### Wiring heat map, run 1

(3 px per um) 25 x 25 tiles, from dark blue (low) to red (high), scaled to the fullest tile. Values are wire area over tile area, all layers added.
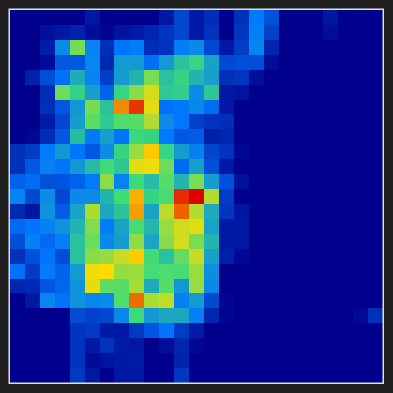
### Routing congestion, run 1

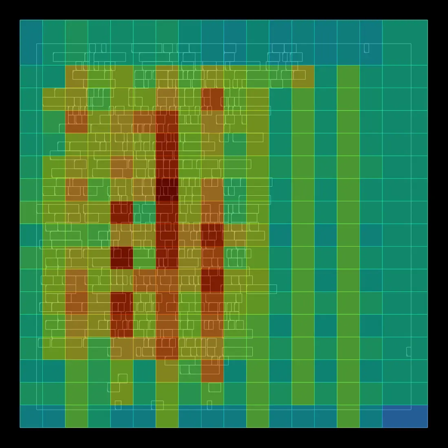
### Pin placement, run 1

(4 px per um) Pins as bars across the die edge, other pins in gray.
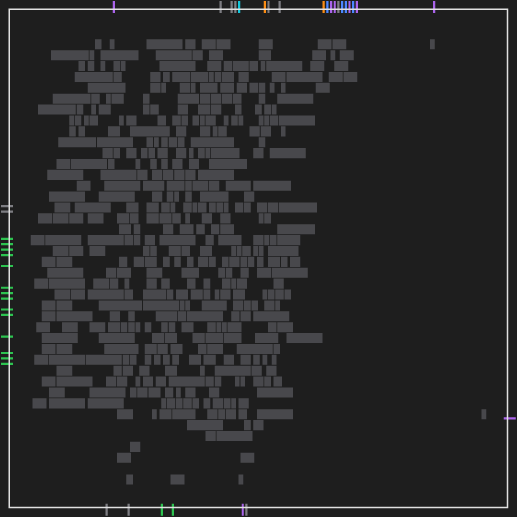
### M2 wires, run 1

(4 px per um)
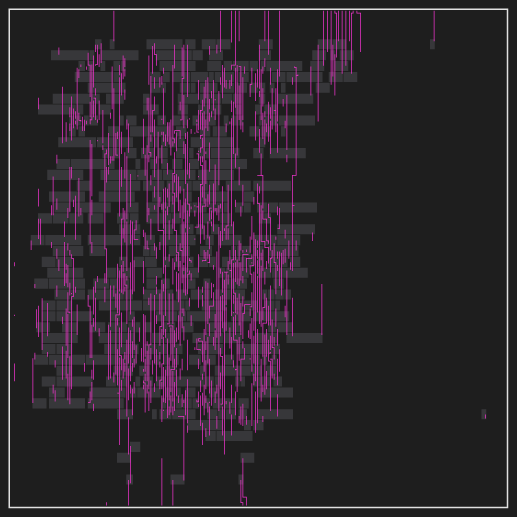
Design pam4_prbs_tx, sky130hd; sources not shown.
==> flow_metrics.py, run 1 <==
# Auto-generated metrics
metrics = {
    "logic_synthesis": {
        "largest_area_cell": "dfrtp_1",
        "edf_count": 0,
        "async_flop_share": 1.00,
        "ys_seq_share": 0.358,
        "synthTopCellsByArea": "dfrtp_1 31%, o21ai_0 6.0%, mux2_2 5.4%",
        "ys_types": 61,
        "synth_area_mm2": 0.00352,
        "ys_area_mm2": 0.00352,
        "syn_inst": 380,
        "avgSynthCellArea_um2": 9.26,
    },
    "clocking": {
        "cts_tree": "yes",
        "cts.sinks": 50,
        "cts-root-buf": "clkbuf_16",
        "clock_latency_ns": 0.29,
        "numCtsBuffers": 5,
        "cts_max_path_buffers": 2,
    },
    "route": {
        "drt_iter0_drc": 209,
        "routed_via_density": 4.97,
    },
    "global_route": {
        "grt_pass1_wl_um": 14600,
        "grt_overflow": 0,
        "antenna_found_initial": 0,
        "grt_max_degree": 51,
    },
    "final_layout": {
        "lay_top_count": "buf_4",
        "layout.nets": 463,
        "seq_area_mm2": 0.00126,
        "final-comb-area_mm2": 0.00194,
        "layout.cells.most_common_list": "49 x buf_4, 42 x o21ai_0, 39 x dfrtp_1, 34 x clkdlybuf4s50_1, 26 x nor2_1",
        "diodes": 0,
        "syn_to_final_growth_pct": 25.8,
    },
    "critical_path": {
        "worstSetupPathType": "primary input to register",
        "rrSetupSlack_ns": 0.13,
        "cp_data_arrival_time_ns": 2.52,
        "r2r_cells": 8,
        "worstPathRequired_ns": 2.59,
    },
    "power_and_ir_drop": {
        "power_leakage_nw": 1.78,
        "power_w": 0.00244,
    },
    "timing": {
        "hold-worst-slack_ns": 0.496,
        "skew_ns": 0.00360,
        "slew_headroom": 0.578,
        "worstMarginPinSlew_ns": 0.634,
        "min_period_ns": 2.34,
        "rsz0062_at_grt": "yes",
        "fin_setup_tns_ns": 0,
        "drv_slew": 0,
    },
    "place": {
        "hpwl_um": 6510,
        "placed_area_mm2": 0.00410,
    },
    "die": {
        "fp_util": 0.277,
        "core_mm2": 0.0127,
    },
    "status": {
        "status": "finished, final reports clean",
    },
}
## Picture notes: 'Wiring heat map'
nearly empty tiles	48%
tiles over half the peak	11%
mean over tiles	0.089
densest ninth of the die	center
fullest tile	0.56
total wire length: 8740 um
total vias in the final route: 3,025
WL/cell: 14.4 um
total global-route track usage: 0.118

## Picture notes: 'Routing congestion'
met3 usage: 0.0163
GR Util met1: 0.163
Util after Layout: 0.348
Most Used Layer, Global Route: met2

## Picture notes: 'Pin placement'
color	port	pins	direction	edge
orange	o_d_sym	2	output	north
cyan	o_eof	1	output	north
green	i_len	16	input	14 west, 2 south
blue	o_d_lvl	4	output	north
purple	o_s_out	8	output	6 north, 1 east, 1 south
die width: 124 um
die y size: 124 um
Port-buffer cells: 36

## Picture notes: 'M2 wires'
nets with wire on the layer	392
wire length on this layer	4,170 um
M2 GR Usage: 0.188

## run 1: per-stage QoR
stage | cells | setup WS, ns
floorplan | 384 | 0.0752
global placement | 593 | -0.367
detailed placement | 593 | -0.386
CTS | 602 | 0.0254
global route | 609 | -0.0293
finish | 609 | 0.0645
## run 1: kinds of logic after synthesis
family	share of synthesized area
other	0.00107
xor gates and xnor gates	0.0498
and+or+nand+nor	0.216
adders and majority gates	0.0213
buffers and inverters	0.115
muxes	0.0572
AOI/OAI and AO/OA	0.182
DFF	0.358
## run 1: cells in the mapped netlist, types with 9 or more instances
master / number
xnor2_1: 12
mux2_2: 17
a21oi_1: 20
inv_1: 14
nor2_1: 27
o21ai_0: 42
o31ai_1: 9
nand3_1: 10
nor2b_1: 12
dfrtp_1: 43
buf_4: 13
nand2_1: 18
nor3_1: 12
## run 1: cell type report
class                      instances  area share
inverter                          14      0.0119
clock inverter                     3      0.0155
timing repair buffer              87       0.172
sequential                        50       0.286
clock buffer                       5      0.0283
multi-input combinational        278       0.438
tap                              172      0.0486
## run 1: where the power goes
part / internal, W / switching (W)
sequential: 0.000941 / 0.0000776
combinational: 0.000264 / 0.000236
clock: 0.000599 / 0.000324
total: 0.00180 / 0.000638
## run 1: worst max-delay path, cell delays in order
cell and delay (ns):
clkdlybuf4s50_1 0.48, a2bb2oi_1 0.08, nor3_2 0.21, nand2_2 0.13, or3_4 0.39, buf_12 0.17, o41ai_1 0.33
## run 1: timing repair
item                       CTS  global route
cloned                       0             0
pin swaps                    3             4
hold buffers                 0             0
resized                      7            13
setup endpoints to repair   15            28
setup buffers                1             7
## run 1: layer usage
metal,wire [um],up-vias
met5,0,-
met4,195,0
met3,348,15
met2,4170,86
met1,4030,1460
li1,-,1464
==> run 1 -> run 2 <==
- CORE_MARGIN: 5 -> 2
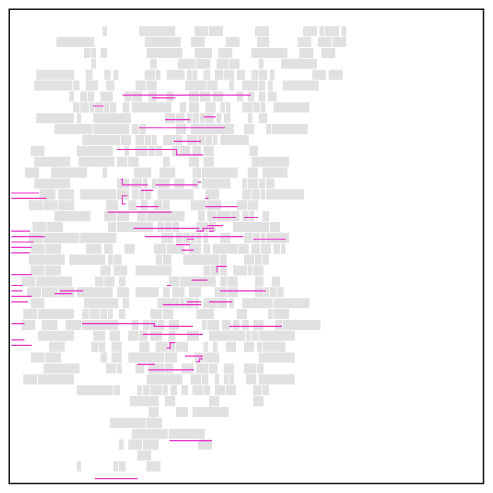
*Signal wires on met3, run 2*
(4 px per um)
longest straight run	31.7 um
nets with wire on the layer	50
share of all routed wire	4.8%
main direction	horizontal
met3 usage: 0.0154
total wire length: 9190 um
total vias in the final route: 3,039

==> flow_metrics.py, run 2 <==
# Auto-generated metrics
metrics = {
    "status": {
        "status": "finished, final reports clean",
    },
    "logic_synthesis": {
        "edf_count": 0,
        "avgSynthCellArea_um2": 9.26,
        "synthMostInstantiatedCell": "dfrtp_1",
        "common_cells": "43 x dfrtp_1, 42 x o21ai_0, 27 x nor2_1, 20 x a21oi_1, 18 x nand2_1",
        "largest_area_cell": "dfrtp_1",
        "syn_inst": 380,
        "async_flop_share": 1.00,
    },
    "timing": {
        "worstMarginPinSlew_ns": 0.626,
        "slew_headroom": 0.582,
        "skew_ns": 0.00816,
        "min_period_ns": 2.31,
    },
    "final_layout": {
        "layout.nets": 456,
        "layout.cells.most_common_list": "42 x o21ai_0, 40 x buf_4, 39 x dfrtp_1, 34 x clkdlybuf4s50_1, 26 x nor2_1",
        "instances_no_fill": 602,
    },
    "die": {
        "core_mm2": 0.0127,
        "fp_util": 0.278,
        "die_width_um": 118,
    },
    "global_route": {
        "grt_overflow": 0,
        "grtUsageTotal": 0.132,
        "antenna_found_initial": 0,
        "grt_max_degree": 31,
    },
    "power_and_ir_drop": {
        "p_int_w": 0.00169,
        "switchingPower_w": 0.000637,
        "pwr-share-comb": 0.211,
        "clkPwrFrac": 0.350,
        "p_seq_frac": 0.439,
    },
    "clocking": {
        "cts.sinks": 50,
        "cts-root-buf": "clkbuf_16",
        "clock_latency_ns": 0.30,
        "post_cts_buffers": 0,
        "cts_tree": "yes",
        "cts_hold_buf": 0,
        "numCtsBuffers": 5,
    },
    "route": {
        "wl_per_cell_um": 15.3,
        "drt_iter0_drc": 236,
    },
    "place": {
        "placed_area_mm2": 0.00411,
        "hpwl_um": 6670,
        "dp.cells": 593,
        "numPortBuffers": 36,
    },
    "critical_path": {
        "r2r_cells": 8,
    },
}
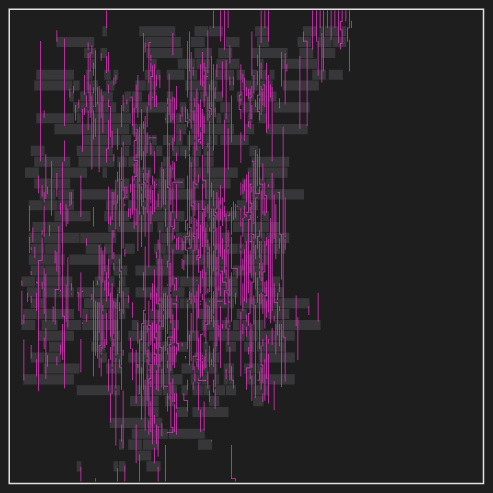
*M2 wires, run 2*
(4 px per um)
wire length on this layer	4,600 um
main direction	vertical
nets with wire on the layer	395
share of all routed wire	50%
longest straight run	52.5 um
M2 GR Usage: 0.225

-- run 2: final cells by class --
class	instances	area [um^2]
flip-flops and latches	50	1260
well taps	172	215
fillers	1322	8300
clock buffers	5	125
inverters	14	52.6
multi-input cells	278	1940
repair buffers	80	739
clock inverters	3	40.0
-- run 2: power by group through the flow --
stage               Combinational, W  Sequential [W]  Clock (W)
finish                      0.000491         0.00102   0.000813
global route                0.000544         0.00103   0.000865
CTS                         0.000491         0.00102   0.000838
detailed placement          0.000484         0.00104          0
floorplan                   0.000289         0.00102          0
global placement            0.000476         0.00103          0
-- run 2: timing repair --
action,in CTS,in global routing
setup endpoints to repair,16,18
resized,6,14
cloned,0,1
pin swaps,3,4
-- run 2: cells by family after synthesis --
logic type               after synthesis  synth area share
other                                  1           0.00107
XOR/XNOR                              20            0.0498
AND/OR/NAND/NOR                      128             0.216
adder cells (fa/ha/maj)                6            0.0213
buffers and inverters                 56             0.115
multiplexers                          18            0.0572
flip-flops                            50             0.358
AND-OR/OR-AND                        101             0.182
-- run 2: stage by stage --
stage / power (W) / setup TNS, ns / util / setup slack, ns / hold WS (ns)
floorplan: 0.00131 / 0 / - / 0.0752 / 0.424
global placement: 0.00151 / -5.79 / 0.325 / -0.375 / 0.475
detailed placement: 0.00152 / -7.44 / 0.325 / -0.455 / 0.486
CTS: 0.00235 / 0 / 0.339 / 0.00720 / 0.415
global route: 0.00244 / -0.00587 / 0.345 / -0.00587 / 0.430
finish: 0.00232 / 0 / 0.345 / 0.0922 / 0.390
-- run 2: per-layer routing --
layer,part of all wire,GRT usage,vias up
li1,-,-,1446
met1,0.43,0.172,1477
met2,0.50,0.225,106
met3,0.048,0.0154,10
met4,0.017,0.0482,0
met5,0,0,-
-- run 2: worst max-delay path: stages --
cell and delay, ns:
clkdlybuf4s50_1 0.48, a2bb2oi_1 0.08, nor3_2 0.20, nand2_2 0.13
or3_4 0.38, buf_12 0.17, o41ai_1 0.34
No activity file was given, so power comes from the tool's default toggle rates.
